File: config.mk
export PLATFORM = sky130hd
export DESIGN_NAME = seq_bit_serializer_flat
export DESIGN_NICKNAME = d
export VERILOG_FILES = /design/src/rtl/seq_pkg.sv /design/src/rtl/seq_bit_serializer_if.sv /design/src/rtl/seq_bit_counter.sv /design/src/rtl/seq_bit_serializer.sv /design/src/flat_wrapper.sv
export SDC_FILE = /design/constraint.sdc
export NUM_CORES = 1
export LEC_CHECK = 0
export CAP_MARGIN = 20
export CELL_PAD_IN_SITES_DETAIL_PLACEMENT = 1
export CELL_PAD_IN_SITES_GLOBAL_PLACEMENT = 2
export CORE_MARGIN = 2
export CORE_UTILIZATION = 34
export CTS_BUF_LIST = sky130_fd_sc_hd__clkbuf_8
export DETAILED_ROUTE_END_ITERATION = 8
export GPL_TIMING_DRIVEN = 0
export HOLD_SLACK_MARGIN = 0.03
export PLACE_DENSITY = 0.89
export SLEW_MARGIN = 15
export SYNTH_ARGS = -nofsm -noshare
export SYNTH_HDL_FRONTEND = slang
export SYNTH_SLANG_ARGS = --single-unit
File: constraint.sdc
create_clock -name clk -period 4.3 [get_ports clk]
set_input_delay 1.075 -clock clk [delete_from_list [all_inputs] [get_ports clk]]
set_output_delay 1.075 -clock clk [all_outputs]
set_load 0.005 [all_outputs]
File: src/rtl/seq_pkg.sv
// Shared definitions for the serializer and the downstream sequence detector:
// state encodings, default word width and common reset values.
package seq_pkg;

    typedef enum logic [1:0] {
        StIdle  = 2'd0,
        StShift = 2'd1,
        StPar   = 2'd2
    } seq_state_e;

    localparam int unsigned SeqWidthDefault = 8;

    localparam logic       ClrActive = 1'b1;
    localparam logic       XRst      = 1'b0;
    localparam logic       XValidRst = 1'b0;
    localparam logic       DoneRst   = 1'b0;
    localparam seq_state_e StateRst  = StIdle;

endpackage

File: src/rtl/seq_bit_serializer_if.sv
// Parallel word handshake into the serializer (valid/ready).
interface seq_bit_serializer_if
    import seq_pkg::*;
#(
    parameter int unsigned WIDTH = SeqWidthDefault
);
    logic [WIDTH-1:0] din;
    logic             din_valid;
    logic             din_ready;

    modport master (output din, output din_valid, input din_ready);
    modport slave  (input din, input din_valid, output din_ready);
endinterface

File: src/rtl/seq_bit_counter.sv
// Loadable down-counter with zero flag; load has priority and it never wraps below zero.
module seq_bit_counter
    import seq_pkg::*;
#(
    parameter int unsigned CNT_W = 4
) (
    input  logic             clk,
    input  logic             clr,
    input  logic             load,
    input  logic [CNT_W-1:0] load_val,
    input  logic             dec,
    output logic [CNT_W-1:0] cnt,
    output logic             zero
);
    logic [CNT_W-1:0] cnt_q;

    always_ff @(posedge clk) begin
        if (clr == ClrActive) begin
            cnt_q <= '0;
        end else if (load) begin
            cnt_q <= load_val;
        end else if (dec && !zero) begin
            cnt_q <= cnt_q - CNT_W'(1);
        end
    end

    assign cnt  = cnt_q;
    assign zero = (cnt_q == '0);
endmodule

File: src/rtl/seq_bit_serializer.sv
// MSB-first word serializer with gapless back-to-back words.
// Define SEQ_SER_PARITY_EN to append an even-parity bit (PAR state) after each word.
module seq_bit_serializer
    import seq_pkg::*;
#(
    parameter int unsigned WIDTH = SeqWidthDefault
) (
    input  logic                clk,
    input  logic                clr,
    seq_bit_serializer_if.slave in_if,
    output logic                x,
    output logic                x_valid,
    output logic                done,
    output logic                busy
);
    localparam int unsigned CNT_W = $clog2(WIDTH + 1);

    seq_state_e       state_q, state_d;
    logic [WIDTH-1:0] sr_q, sr_d;
    logic             x_q, x_d;
    logic             x_valid_q, x_valid_d;
    logic             done_q, done_d;
    logic [CNT_W-1:0] cnt;
    logic             cnt_zero, cnt_one, cnt_dec;
    logic             ready, accept, last_bit, par_bit;

    seq_bit_counter #(
        .CNT_W(CNT_W)
    ) u_counter (
        .clk     (clk),
        .clr     (clr),
        .load    (accept),
        .load_val(CNT_W'(WIDTH)),
        .dec     (cnt_dec),
        .cnt     (cnt),
        .zero    (cnt_zero)
    );

    assign cnt_one = (cnt == CNT_W'(1));

`ifdef SEQ_SER_PARITY_EN
    logic par_q, par_d;

    assign last_bit = (state_q == StPar);
    assign par_d    = accept ? ^in_if.din : par_q;
    assign par_bit  = par_q;

    always_ff @(posedge clk) begin
        if (clr == ClrActive) begin
            par_q <= 1'b0;
        end else begin
            par_q <= par_d;
        end
    end
`else
    assign last_bit = (state_q == StShift) && cnt_one;
    assign par_bit  = 1'b0;
`endif

    // State register
    always_ff @(posedge clk) begin
        if (clr == ClrActive) begin
            state_q <= StateRst;
        end else begin
            state_q <= state_d;
        end
    end

    // Next-state logic; unreachable encodings fall back to idle
    always_comb begin
        state_d = StIdle;
        case (state_q)
            StIdle: state_d = accept ? StShift : StIdle;
            StShift: begin
                if (accept) begin
                    state_d = StShift;
                end else if (cnt_one) begin
`ifdef SEQ_SER_PARITY_EN
                    state_d = StPar;
`else
                    state_d = StIdle;
`endif
                end else begin
                    state_d = StShift;
                end
            end
`ifdef SEQ_SER_PARITY_EN
            StPar: state_d = accept ? StShift : StIdle;
`endif
            default: state_d = StIdle;
        endcase
    end

    // Handshake and counter control
    always_comb begin
        ready           = !clr && ((state_q == StIdle) || last_bit);
        in_if.din_ready = ready;
        accept          = in_if.din_valid && ready;
        busy            = (state_q != StIdle);
        cnt_dec         = !accept && !cnt_zero && (state_q == StShift);
    end

    // Registered serial outputs are computed from the state the next cycle will be in
    always_comb begin
        sr_d = sr_q;
        if (accept) begin
            sr_d = in_if.din;
        end else if (state_q == StShift) begin
            sr_d = sr_q << 1;
        end

        x_d       = 1'b0;
        x_valid_d = 1'b0;
        if (state_d == StShift) begin
            x_d       = sr_d[WIDTH-1];
            x_valid_d = 1'b1;
        end else if (state_d == StPar) begin
            x_d       = par_bit;
            x_valid_d = 1'b1;
        end

`ifdef SEQ_SER_PARITY_EN
        done_d = (state_d == StPar);
`else
        done_d = (state_d == StShift) && !accept && (cnt == CNT_W'(2));
`endif
    end

    always_ff @(posedge clk) begin
        if (clr == ClrActive) begin
            sr_q      <= '0;
            x_q       <= XRst;
            x_valid_q <= XValidRst;
            done_q    <= DoneRst;
        end else begin
            sr_q      <= sr_d;
            x_q       <= x_d;
            x_valid_q <= x_valid_d;
            done_q    <= done_d;
        end
    end

    assign x       = x_q;
    assign x_valid = x_valid_q;
    assign done    = done_q;
endmodule

File: src/flat_wrapper.sv
// flat-port wrapper written by rule: the top's interface ports become plain ports
module seq_bit_serializer_flat import seq_pkg::*;
#(
    parameter int unsigned WIDTH = SeqWidthDefault
)
  (clk, clr, x, x_valid, done, busy, in_if_din, in_if_din_valid, in_if_din_ready);
  seq_bit_serializer_if #(.WIDTH(WIDTH)) in_if_i ();
  input  logic clk;
  input  logic clr;
  output logic x;
  output logic x_valid;
  output logic done;
  output logic busy;
  input wire logic [$bits(in_if_i.din)-1:0] in_if_din;
  input wire logic [$bits(in_if_i.din_valid)-1:0] in_if_din_valid;
  output wire logic [$bits(in_if_i.din_ready)-1:0] in_if_din_ready;
  assign in_if_i.din = in_if_din;
  assign in_if_i.din_valid = in_if_din_valid;
  assign in_if_din_ready = in_if_i.din_ready;
  seq_bit_serializer #(.WIDTH(WIDTH)) u_core (.clk(clk), .clr(clr), .in_if(in_if_i), .x(x), .x_valid(x_valid), .done(done), .busy(busy));
endmodule
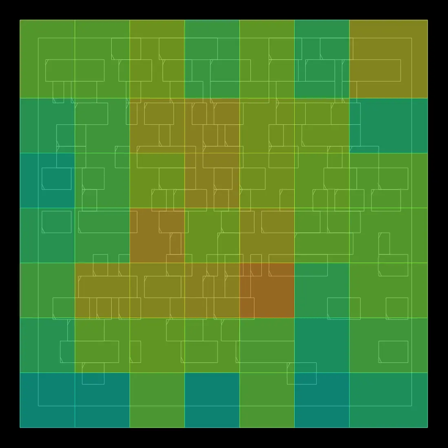
*Routing congestion, run 1*
Util after Layout: 44.93%
grt met3 use: 2.632%
met1 layer usage reported by global route: 21.45%
layer carrying the most global-route usage: met2
met2 Resource Use GR: 22.08%

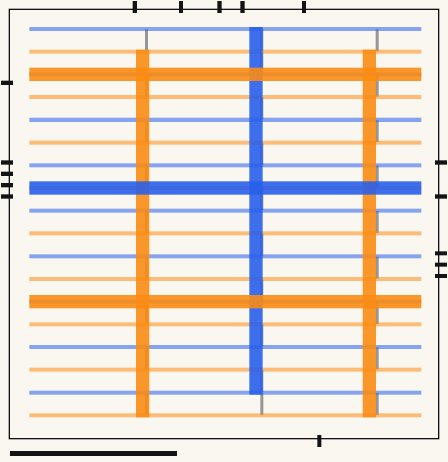
*Power grid, run 1*
The bar under the picture is 20 um long. Pins as bars on the die edge. Tap cells in gray.
orange -> VSS
blue -> VDD
tap cells = 28
met1 rails = 18
worst voltage drop across the vdd grid: 188.3 uV
Chip Width: 51.23 um
Core Footprint: 2170 um2
Die Ht: 51.23 um

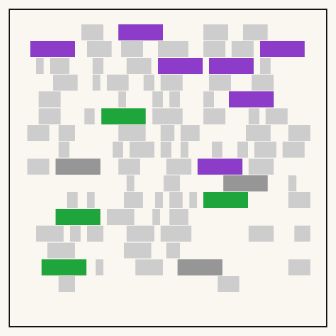
*Register map, names as in the netlist, run 1*
Other sequential cells in the stronger gray, the rest of the logic in the fainter gray.
purple -> u_core.sr_q  # sequential cells 7
green -> u_core.u_counter.cnt  # sequential cells 4
not colored = 3
register area: 280.3 um2
P_seq: 0.000148 W
sequential share of cell area: 28.75%

==> run notes, run 1 <==
The flow run is done. The flow ran to the end, and the final reports show no timing, DRC or antenna violations. Yosys-reported design area after synthesis landed at approximately 760 um2. Power dissipated by switching net loads landed at between 0.00008 and 0.00009 W. The largest total area in the synthesized netlist belongs to sky130_fd_sc_hd__dfxtp_1. Clock network latency to the later pin of the worst-skew pair landed at roughly 0.24 ns. Number of flip-flops under the largest register name landed at 7. The flow inserted 28 tap cells. Layout sequential cell count landed at 14. Looking at hold timing, the worst path starts from u_core.sr_q[6].

Initial antenna violation count landed at 0. Part of the cycle the worst path needs landed at 78.83%. Total routed wirelength landed at between 1500 and 2000 um. For this run, the register share of the synthesized area comes to approximately 37%.

Synthesis produced a netlist whose cell count is between 70 and 80. The wire-length estimate of the detail-placed layout is 1268 um. The launch point of the worst register-to-register path is recorded as u_core.u_counter.cnt[1]. Fraction of power spent switching nets landed at 26.36%.

Buffer share of cell area landed at between 10% and 20%. Fraction of area in multi-input gates landed at between 40 and 50%. Number of clock buffers inserted by TritonCTS landed at 3.

Final standard cell area without fillers landed at slightly below 1000 um2. Combinational share of power landed at roughly a fifth. At the floorplan stage, the core utilization is reported as 34.95%.

The worst setup path is launched from a primary input. Worst-case clock skew landed at 0.0005399 ns. Total number of nets in the final design landed at between 100 and 150.

After detailed routing, the number of vias per cell comes to 5.314. The top cell types in the final layout, fill and taps aside, are sky130_fd_sc_hd__clkdlybuf4s50_1 (14), sky130_fd_sc_hd__dfxtp_1 (14), sky130_fd_sc_hd__a21oi_1 (11). Remaining max-slew budget at the tightest pin landed at 58.26%. Placement row count landed at 17. The largest register by flop count is u_core.sr_q. The longest clock path from root to sink contains 2 buffers. In this run, flip-flops and latches consume 45.7% of the power. In this run, the synthesized area fraction spent on xor and xnor cells is recorded as 0%.

Average wire length per cell after detail routing landed at about 14 um. In this run, the synthesized area fraction spent on adder and majority cells is recorded as about 6.6%. Residual DRC count landed at 0. Number of non-clock inverters in the layout landed at 5.

On the critical path the largest part of the delay comes from buffers and inverters. Power comes to between 0.0003 and 0.0004 W. Power drawn by the clock network landed at approximately 0.00011 W. In this design, the critical path's most frequently occurring cell is sky130_fd_sc_hd__clkbuf_1. In this run the worst setup path terminates at in_if_din_ready.

Per report_power, the top consumer among the power groups is registers. Net count entering floorplan landed at 91. Number of primary I/O pins landed at 16. Among the non-sequential cells, AND-OR/OR-AND gates take the most area. The report puts the hold buffer count at CTS at 0. In the final report, the number of hold violations comes to 0. Final worst slack landed at 0.9101 ns. The critical path contains buffers and inverters numbering 3 combined. Required time at the endpoint of the critical path landed at between 3 and 4 ns. The synthesized netlist occupies a cell area of about 760 um2. TritonCTS built the clock tree. Area of the die landed at roughly 2600 um2. Yosys synthesis warning count landed at 0. First-pass GRT wire length landed at between 2000 and 3000 um. Share of layout cells above drive strength 1 landed at 22.58%. The number of warnings reported in the stage logs is 29.

The final layout report lists a non-clock buffer count of 19. Hold-critical path depth landed at 2. The number of cells reported by Yosys stat comes to between 70 and 80.

The violation tally recorded at the end of detailed-routing iteration 0 is 8. The clock network burns approximately 33% of the power. Antenna diode count landed at 0. The internal portion of the total power is around 0.00024 W. Proportion of cell area spent on the clock network landed at 4.236%. Once the clock tree was built, the resizer swapped 0 gates to a different size. The area fraction of the largest cell type after synthesis is 36.96%. The flow reports power dissipated in combinational cells as around 0.00007 W. STA reports a reg2reg setup slack of roughly 2.6 ns. Across all layers, the routed design uses roughly 640 vias. Area share of and-or/or-and cells after synthesis landed at between 20% and 30%. Path length in cells of the critical path landed at 4. For this run, combinational gates with multiple inputs come to between 50 and 60. For reference, the critical path cell chain is clkbuf_1, clkbuf_1, a21oi_1, clkdlybuf4s50_1.

According to the CTS report, the clock sink count is 14. Before antenna repair, the detailed router went through 3 iterations. Once layout is complete, the cells apart from fillers number ~120.

Worst-margin pin slew landed at 0.6220 ns. Arrival time at the worst endpoint landed at between 2 and 2.5 ns. Clock period minus worst slack landed at about 3.4 ns.

Fill cells in the final layout number around 250. Sum of negative setup slack landed at 0 ns. Looking at the area split, the leading class of cells is combinational gates.

The area taken by multi-input combinational cells is reported as about 430 um2. Average cell area after synthesis landed at about 10 um2. Setup repair after global routing left no endpoint under its margin. Basic-gate share of the synthesized area counting and, or, nand and nor cells landed at between 10 and 15%.

In this run the number of H-tree levels came out at 1. Share of cell area taken by muxes after synthesis landed at approximately 11%. Post-place setup slack landed at between 0.9 and 1 ns. In the hold report, the worst path ends at u_core.x. Per STA, the startpoint of the critical path is clr. The number of setup buffers added after CTS is 0. Final count of pins violating max slew landed at 0. In the Yosys stats the netlist draws on 31 distinct library cells. Via count of the first global-routing pass landed at about 630. Worst reg2reg path depth landed at 5.

Once detail routing completed, the nets flagged for antenna violations numbered 0. Number of maximum-capacitance constraint violations landed at 0. Placement-stage cell area landed at between 900 and 1000 um2. At the end of routability-driven placement, the weighted congestion stood at 0.7854.

STA classifies the critical path endpoint as an output port. Per the CTS log, the root buffer master is sky130_fd_sc_hd__clkbuf_8. Number of instances in the placed design landed at between 100 and 150. Compared with the post-synthesis result, the final layout area differs by 28.55%.

Leakage power total landed at around 0.37 nW. For this run, the total global-route usage over all layers was measured as 15.21%.
## run 1: cells in the mapped netlist
master and count:
sky130_fd_sc_hd__a211oi_1 1, sky130_fd_sc_hd__or3b_4 2, sky130_fd_sc_hd__mux2i_1 7, sky130_fd_sc_hd__dfxtp_1 14, sky130_fd_sc_hd__a211o_1 1, sky130_fd_sc_hd__nor4_1 1
sky130_fd_sc_hd__nor4b_1 1, sky130_fd_sc_hd__nor3b_2 1, sky130_fd_sc_hd__ha_1 4, sky130_fd_sc_hd__buf_4 1, sky130_fd_sc_hd__nor2_1 2, sky130_fd_sc_hd__buf_2 1
sky130_fd_sc_hd__a21oi_2 1, sky130_fd_sc_hd__o221a_2 6, sky130_fd_sc_hd__nand2_1 2, sky130_fd_sc_hd__a211oi_2 1, sky130_fd_sc_hd__nand3_1 2, sky130_fd_sc_hd__clkinv_1 1
sky130_fd_sc_hd__a32oi_1 1, sky130_fd_sc_hd__and3_2 1, sky130_fd_sc_hd__nor4_2 1, sky130_fd_sc_hd__inv_1 4, sky130_fd_sc_hd__buf_6 1, sky130_fd_sc_hd__o21ai_1 1
sky130_fd_sc_hd__mux2_2 1, sky130_fd_sc_hd__and3_1 1, sky130_fd_sc_hd__o211ai_1 1, sky130_fd_sc_hd__a21oi_1 11, sky130_fd_sc_hd__nand2_2 1, sky130_fd_sc_hd__clkbuf_1 2
sky130_fd_sc_hd__a21o_1 1
## run 1: kinds of logic (layout without fill, tap and decap cells)
group           count (synthesis)  after routing
compound gates                 25             25
fa+ha+maj                       4              4
buf+inv                        10             27
flops                          14             14
mux                             8              8
simple gates                   15             15
## run 1: metal layers
layer	GRT usage [%]	vias up	part of all wire, %
met3	2.632	5	3.6
li1	-	320	-
met4	7.895	0	2.1
met2	22.08	13	43
met1	21.45	305	51
met5	0	-	0
### Layout detail, run 1

Window x 26 to 51, y 0 to 25 um. Cells in gray, sequential cells in the stronger gray; small squares are vias.
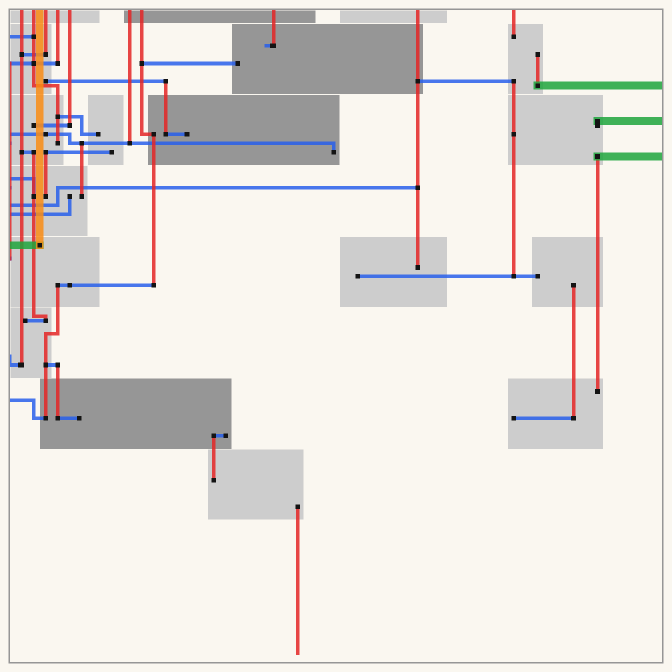

--- run 2 (diff from run 1) ---
--- a/config.mk
+++ b/config.mk
@@ -9,12 +9,12 @@
 export CELL_PAD_IN_SITES_DETAIL_PLACEMENT = 1
 export CELL_PAD_IN_SITES_GLOBAL_PLACEMENT = 2
 export CORE_MARGIN = 2
-export CORE_UTILIZATION = 34
+export CORE_UTILIZATION = 29
 export CTS_BUF_LIST = sky130_fd_sc_hd__clkbuf_8
 export DETAILED_ROUTE_END_ITERATION = 8
 export GPL_TIMING_DRIVEN = 0
 export HOLD_SLACK_MARGIN = 0.03
-export PLACE_DENSITY = 0.89
+export PLACE_DENSITY = 0.81
 export SLEW_MARGIN = 15
 export SYNTH_ARGS = -nofsm -noshare
 export SYNTH_HDL_FRONTEND = slang
==> constraint.sdc (replaced) <==
create_clock -name clk -period 2.9 [get_ports clk]
set_input_delay 0.725 -clock clk [delete_from_list [all_inputs] [get_ports clk]]
set_output_delay 0.725 -clock clk [all_outputs]
set_load 0.005 [all_outputs]
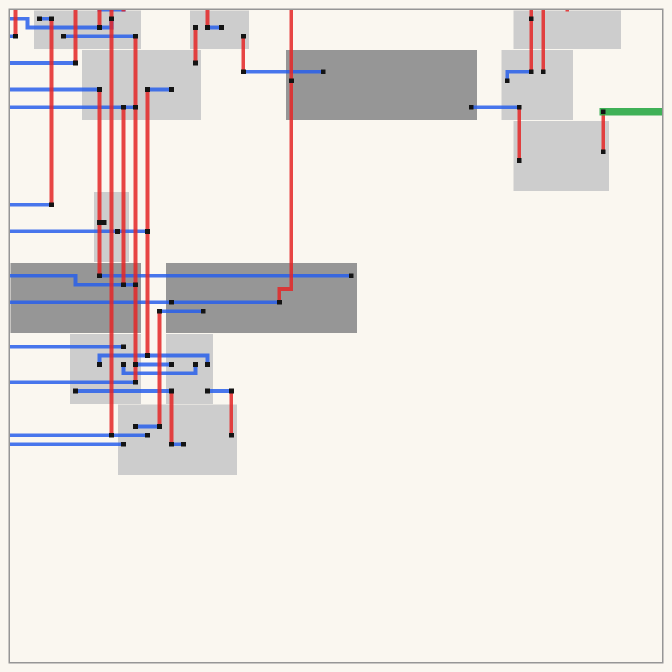
*Layout detail, run 2*
Window x 29 to 54, y 1 to 26 um. Cells in gray, sequential cells in the stronger gray; small squares are vias.
blue -> met1
green -> met3
red -> met2
netlist names of flops here include = u_core.u_counter.cnt (2), u_core.done (1)
cells with their middle in the window = 13
most frequent = dfxtp_1 (3)
sequential cells in the window = 3

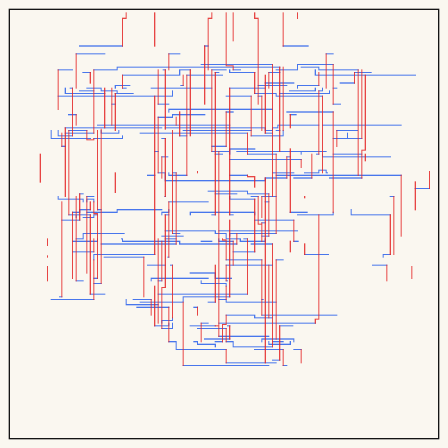
*Routed metal, one color a layer, run 2*
Two of the layers only.
red -> met2  # wire length 835 um
blue -> met1  # wire length 820 um
total routed wirelength: 1760 um
total via count in the routed design: 642
all-layer global routing usage: 13.94%
WL per Instance: 14.31 um

==> run notes, run 2 <==
The flow run is done. Traced cell by cell, the critical path runs through clkbuf_1, clkbuf_1, a21oi_1, clkdlybuf4s50_1. Power drawn by the clock network landed at 0.000156 W (+46%). Part of the cycle the worst path needs landed at roughly 93%. The distinct cell type count of the synthesized netlist was 31 (unchanged). Power drawn by the combinational cells landed at 0.000102 W (+48%). The post-synthesis cell count is 76 (unchanged). The number of flip-flops under the largest register name is 7 (unchanged). The share of the synthesized area in the top cell type was 36.96% (unchanged). Number of clock buffers inserted by TritonCTS landed at 3 (unchanged). The fraction of registers with async set or reset after synthesis was 0% (unchanged). The via count of the first global-routing pass came to 634 (+0.79%). The depth of the CTS H-tree came to 1 (unchanged). The combinational share of power came to 21.4% (+0.2 points). The worst-margin pin slew was 0.5673 ns (-0.05468 ns). Iteration-0 DRC count of the detailed router landed at 3 (-5). The placement row count came to 18 (+1).

Tally of filler cells in the layout landed at 285 (+13%). Per the cell usage report, the commonest logic cells after layout are sky130_fd_sc_hd__clkdlybuf4s50_1 (14), sky130_fd_sc_hd__dfxtp_1 (14), sky130_fd_sc_hd__a21oi_1 (11). Share of the yosys chip area belonging to registers landed at 36.96% (unchanged). The number of buffers added for setup after CTS came to 0 (unchanged). The initial antenna violation count was 0 (unchanged).

Final antenna-violating net count landed at 0 (unchanged). The number of detailed-routing iterations run before antenna repair came to 4 (+1). Largest vdd supply drop landed at 374.1 uV (+99%). The worst-case clock skew came to 0.001882 ns (+0.001342 ns).

By instance count, the cell type seen most on the critical path is sky130_fd_sc_hd__clkbuf_1. Ranked by instance count, the synthesized netlist is headed by sky130_fd_sc_hd__dfxtp_1 (14), sky130_fd_sc_hd__a21oi_1 (11), sky130_fd_sc_hd__mux2i_1 (7). The leakage power total is 0.3688 nW (unchanged). The internal power contribution was 0.0003535 W (+48%).

The yosys synthesis warning count was 0 (unchanged). The cell area after synthesis is 758.2 um2 (unchanged). Per the synth stats, the flop cell with the highest instance count is sky130_fd_sc_hd__dfxtp_1. The total chip power is 0.0004784 W (+48%). The residual DRC count was 0 (unchanged).

Yosys-reported design area after synthesis landed at 758.2 um2 (unchanged). Number of enable flip-flop cells landed at 0 (unchanged). The average cell area after synthesis came to 9.977 um2 (unchanged). The number of vias per cell came to 5.220 (-1.8%). TritonCTS built the clock tree.

The number of primary I/O pins was 16 (unchanged). The maximum count of clock buffers along a single path is 2 (unchanged). The run finished with clean final reports. The area of the core region was 2477 um2 (+14%). The clock period could shrink to approximately 2.7 ns.

Net count entering floorplan landed at 91 (unchanged). First-pass GRT wire length landed at 2967 um (+2.2%). Count of hold-fix buffers inserted at cts landed at 0 (unchanged). The largest total area in the synthesized netlist belongs to sky130_fd_sc_hd__dfxtp_1. The sequential cell fraction of total power was 46.0% (+0.3 points). Power dissipated by switching net loads landed at 0.0001249 W (+46%).

The worst setup path is launched from a primary input. Required time at the endpoint of the critical path landed at 2.17 ns (-1.05 ns). The sum of negative setup slack was 0 ns (unchanged).

Number of clock sinks landed at 14 (unchanged). The root buffer cell chosen for the clock tree is sky130_fd_sc_hd__clkbuf_8. The arrival time at the worst endpoint was 1.97 ns (-0.34 ns). The detailed placer's ending HPWL was 1356 um (+6.9%). The most common cell in the synthesized netlist is sky130_fd_sc_hd__dfxtp_1. Final count of pins violating max slew landed at 0 (unchanged). The final weighted congestion in routability-driven placement came to 0.6661 (-15%).

STA classifies the critical path endpoint as an output port. Die width landed at 55.13 um (+7.6%). The area of the die came to 3039 um2 (+16%).
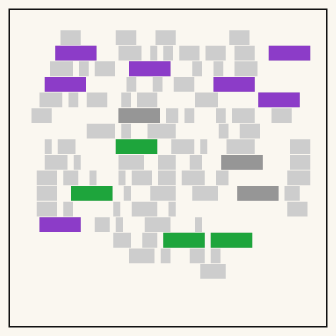
*Register map, names as in the netlist, run 2*
Other sequential cells in the stronger gray, the rest of the logic in the fainter gray.
green -> u_core.u_counter.cnt  # sequential cells 4
purple -> u_core.sr_q  # sequential cells 7
not colored = 3
P_seq: 0.000220 W
sequential share of cell area: 28.68%
Util after Layout: 39.44%

==> run 2: cell counts after synthesis <==
No cell type changed its count.
==> run 2: worst min-delay path: cells and delay by family, from the launching register on <==
kind	cells	cell delay [ns]
and+or+nand+nor	1	0.09
DFF	1	0.32
AOI/OAI and AO/OA	1	0.06
==> run 2: routing by layer <==
metal	part of all wire (%)	up-vias	track usage, %
li1	-	321	-
met1	47	303	18.39
met2	47	16	22.22
met3	4.8	2	4.839
met4	1.1	0	2.439
met5	0	-	0
==> run 2: metrics by stage <==
step / instances / instance area, um2 / worst slack, ns / util [%]
3_5_place_dp: 120 / 935.9 / 0.2011 / 37.78
2_1_floorplan: 76 / 758.2 / 0.8769 / -
5_1_grt: 123 / 977.2 / 0.08175 / 39.44
4_1_cts: 123 / 977.2 / 0.1911 / 39.44
6_report: 123 / 977.2 / 0.2006 / 39.44
3_3_place_gp: 120 / 935.9 / 0.1915 / 37.78
==> run 2: final cells by class <==
cell class              count  area, um2  share of cell area, %
well taps                  30      37.54                  3.841
flip-flops and latches     14      280.3                  28.68
clock buffers               3      41.29                  4.225
multi-input cells          52      427.9                  43.79
inverters                   5      18.77                  1.921
repair buffers             14      140.1                  14.34
plain buffers               5      31.28                  3.201
==> run 2: worst paths after layout <==
kind                                              start              end  slack, ns  cells past startpoint
worst max-delay path                                clr  in_if_din_ready       0.20                      4
worst min register to register           u_core.sr_q[6]         u_core.x       0.52                      2
worst max register to register  u_core.u_counter.cnt[1]   u_core.sr_q[5]       1.20                      5
worst min-delay path                     u_core.sr_q[6]         u_core.x       0.52                      2
==> run 2: cells by family after synthesis <==
family          count (synthesis)  share of synthesized area, %
compound gates                 25                         24.92
fa+ha+maj                       4                         6.601
simple gates                   15                         14.19
buf+inv                        10                         6.600
flops                          14                         36.96
mux                             8                         10.73
--- run 3 (diff from run 2) ---
--- a/config.mk
+++ b/config.mk
@@ -5,7 +5,7 @@
 export SDC_FILE = /design/constraint.sdc
 export NUM_CORES = 1
 export LEC_CHECK = 0
-export CAP_MARGIN = 20
+export CAP_MARGIN = 10
 export CELL_PAD_IN_SITES_DETAIL_PLACEMENT = 1
 export CELL_PAD_IN_SITES_GLOBAL_PLACEMENT = 2
 export CORE_MARGIN = 2
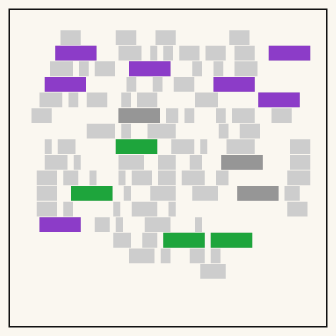
*Register map, names as in the netlist, run 3*
Other sequential cells in the stronger gray, the rest of the logic in the fainter gray.
purple -> u_core.sr_q  # sequential cells 7
green -> u_core.u_counter.cnt  # sequential cells 4

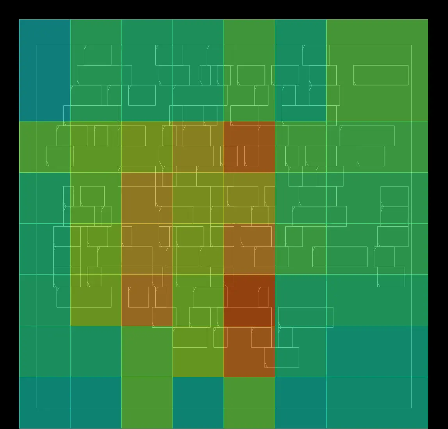
*Routing congestion, run 3*
met2 Resource Use GR: 22.22%
met1 layer usage reported by global route: 18.39%
grt met3 use: 4.839%

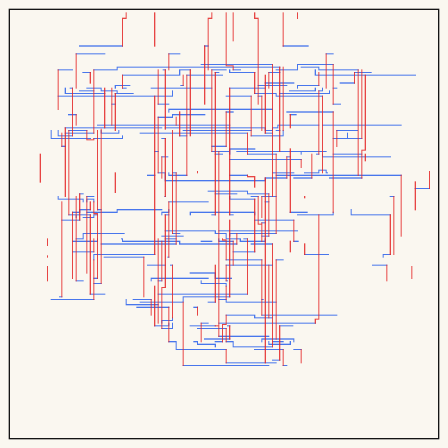
*Routed metal, one color a layer, run 3*
Two of the layers only.
red -> met2  # wire length 835 um
blue -> met1  # wire length 820 um

==> run notes, run 3 <==
The flow run is done. The number of enable flip-flop cells was 0 (unchanged). Largest vdd supply drop landed at 374.1 uV (unchanged). Leakage power total landed at 0.3688 nW (unchanged). Along the worst path, the maximum fanout reaches 10. Average cell area after synthesis landed at 9.977 um2 (unchanged).

Number of clock buffers inserted by TritonCTS landed at 3 (unchanged). The synthesized design contains 14 register bits. Combined buffer and inverter count along the critical path landed at 3. The number of cells in the finished layout apart from fillers is 123 (unchanged). Part of the cycle the worst path needs landed at 93.08% (unchanged). The library cells used most frequently in the layout, excluding fill and tap cells, are sky130_fd_sc_hd__clkdlybuf4s50_1 (14), sky130_fd_sc_hd__dfxtp_1 (14), sky130_fd_sc_hd__a21oi_1 (11). The final count of pins violating max slew came to 0 (unchanged).

The worst hold path belongs to the class flip-flop to flip-flop. The depth of the CTS H-tree is 1 (unchanged). Die width landed at 55.13 um (unchanged). Broken down by cell family, the worst path's largest delay share belongs to buffers and inverters. Area of the die landed at 3039 um2 (unchanged). Total cells reported by yosys after synthesis landed at 76. The flow ran to the end, and the final reports show no timing, DRC or antenna violations. Worst-margin pin slew landed at 0.5673 ns (unchanged). Among all stages on the critical path, the maximum delay recorded is around 0.48 ns. Count of endpoints failing hold in the final timing report landed at 0. The placement row count is 18 (unchanged). The arrival time at the worst endpoint was 1.97 ns (about the same). Setup repair after global routing left no endpoint under its margin. Number of vias per cell landed at 5.220 (unchanged).

Clock period minus worst slack landed at 2.699 ns (unchanged). The floorplan step records an initial core utilization of a little under a third. Total chip power landed at 0.0004784 W (unchanged). The sequential cell fraction of total power was 46.0% (about the same). Number of instances in the placed design landed at 120 (unchanged).

Number of detailed-routing iterations run before antenna repair landed at 4 (unchanged). The total routed wirelength came to 1760 um (unchanged). The average wire length per cell after detail routing came to 14.31 um (unchanged). The final antenna diode tally reported by the flow is 0. The net count of the finished layout is approximately 110. TritonCTS built the clock tree. CTS placed an instance of sky130_fd_sc_hd__clkbuf_8 at the clock tree root. The area of the core region was 2477 um2 (unchanged). The internal power contribution came to 0.0003535 W (unchanged). The detailed placer's ending HPWL came to 1356 um (unchanged). The share of the synthesized area in the top cell type was 36.96% (unchanged).

Post-cts sizing count landed at 0. The cell that appears most often on the critical path is sky130_fd_sc_hd__clkbuf_1. Remaining max-slew budget at the tightest pin landed at roughly three fifths. Ranked by instance count, the synthesized netlist is headed by sky130_fd_sc_hd__dfxtp_1 (14), sky130_fd_sc_hd__a21oi_1 (11), sky130_fd_sc_hd__mux2i_1 (7).

The setup slack of the worst register-to-register path is 1.20 ns (about the same). Core occupancy in the finished layout landed at 39.44% (unchanged). sky130_fd_sc_hd__dfxtp_1 takes more of the synthesized area than any other cell.

Number of port buffers landed at 14. Growth of design area from synthesis to finish landed at 28.88%. Count of hold-fix buffers inserted at cts landed at 0 (unchanged).

The maximum count of clock buffers along a single path came to 2 (unchanged). The worst setup path is launched from a primary input. Total via count in the routed design landed at 642 (unchanged). Final weighted congestion in routability-driven placement landed at 0.6661 (unchanged). Initial antenna violation count landed at 0 (unchanged). Number of buffers added for setup after CTS landed at 0 (unchanged). The yosys-reported design area after synthesis is 758.2 um2 (unchanged). The largest individual stage delay along the critical path comes from the cell sky130_fd_sc_hd__clkbuf_1. Via count of the first global-routing pass landed at 634 (unchanged). The required time at the endpoint of the critical path was 2.17 ns (about the same).

The final antenna-violating net count was 0 (unchanged). Number of flip-flops under the largest register name landed at 7 (unchanged). Fraction of power spent switching nets landed at 26.11%. Per report_power, the clock group accounts for ~33% of the total. The iteration-0 DRC count of the detailed router was 3 (unchanged).

Fraction of registers with async set or reset after synthesis landed at 0% (unchanged). The script computed a power per unit cell area of ~490 nW/um2. Distinct cell type count of the synthesized netlist landed at 31 (unchanged). The share of the yosys chip area belonging to registers is 36.96% (unchanged).

Total congestion overflow landed at 0. The vertical die dimension reported for this design is ~55 um. The synthesis stats list as the most numerous cell sky130_fd_sc_hd__dfxtp_1. The number of clock sinks came to 14 (unchanged). Pin count of the biggest net entering global routing landed at 11. The post-synthesis cell count was 76 (unchanged).

The residual DRC count was 0 (unchanged). The critical path goes through clkbuf_1, clkbuf_1, a21oi_1, clkdlybuf4s50_1. Derived from the worst setup path, the maximum achievable clock frequency is 370.5 MHz.

The layout summary lists the proportion of cells stronger than drive strength 1 as roughly 23%. Clock-pin slew reported for the worst setup and hold paths after clock tree synthesis landed at approximately 0.060 ns. Counting flops per register, the top entry is u_core.sr_q. Final tally of setup violations landed at 0. Sum of negative setup slack landed at 0 ns (unchanged). Cell area after synthesis landed at 758.2 um2 (unchanged). Net count entering floorplan landed at 91 (unchanged). First-pass GRT wire length landed at 2967 um (unchanged). Number of primary I/O pins landed at 16 (unchanged). Global-route usage over all layers landed at 13.94% (unchanged). Placement-stage cell area landed at 935.9 um2 (unchanged).

The combinational share of power is 21.4% (about the same). In the synthesized netlist the dominant register cell turns out to be sky130_fd_sc_hd__dfxtp_1. The worst setup path is captured at an output port.

Yosys synthesis warning count landed at 0 (unchanged). The setup path with the least slack is of type primary input to output port. For the worst-skew pair, the clock arrives at the later sink with an insertion delay of approximately 0.24 ns. Yosys attributes the largest share of cell area to sky130_fd_sc_hd__dfxtp_1 (37%), sky130_fd_sc_hd__mux2i_1 (9.2%), sky130_fd_sc_hd__o221a_2 (8.9%).

Power dissipated by switching net loads landed at 0.0001249 W (unchanged). Across all stage logs, warnings added up to 29. Final standard cell area without fillers landed at 977.2 um2 (unchanged). Worst-case clock skew landed at 0.001882 ns (unchanged). Number of maximum-capacitance constraint violations landed at 0.
## run 3: cell counts after synthesis
Identical to the previous run, type by type.
## run 3: layer usage
metal	share of wire [%]	track usage [%]	vias to the layer above
li1	-	-	321
met2	47	22.22	16
met5	0	0	-
met3	4.8	4.839	2
met4	1.1	2.439	0
met1	47	18.39	303
## run 3: cell type report
class	count	area, um2
Fill cell	285	1500
Multi-Input combinational cell	52	427.9
Sequential cell	14	280.3
Timing Repair Buffer	14	140.1
Clock buffer	3	41.29
Tap cell	30	37.54
Buffer	5	31.28
Inverter	5	18.77
## run 3: path summary, 6_finish.rpt
kind,cells past startpoint,start,to
max,4,clr,in_if_din_ready
min,2,u_core.sr_q[6],u_core.x
max reg2reg,5,u_core.u_counter.cnt[1],u_core.sr_q[5]
min reg2reg,2,u_core.sr_q[6],u_core.x
## run 3: cell families after synthesis
kind of cell | synth area share [%]
buffers and inverters | 6.600
AND-OR/OR-AND | 24.92
flip-flops | 36.96
AND/OR/NAND/NOR | 14.19
adder cells (fa/ha/maj) | 6.601
multiplexers | 10.73
## run 3: power groups by stage
stage                     Clock [W]  Combinational (W)  Sequential, W
after CTS                  0.000161           0.000103       0.000220
after detailed placement          0           0.000103       0.000224
final                      0.000156           0.000102       0.000220
after global routing       0.000171           0.000113       0.000222
after global placement            0           0.000100       0.000223
after floorplan                   0          0.0000671       0.000220
## run 3: stage by stage
stage	hold WS [ns]	setup WS (ns)
after floorplan	0.4431	0.8769
after global placement	0.4876	0.1915
after detailed placement	0.5167	0.2011
after CTS	0.5237	0.1911
after global routing	0.5699	0.08175
final	0.5189	0.2006
No activity file was given, so power comes from the tool's default toggle rates.
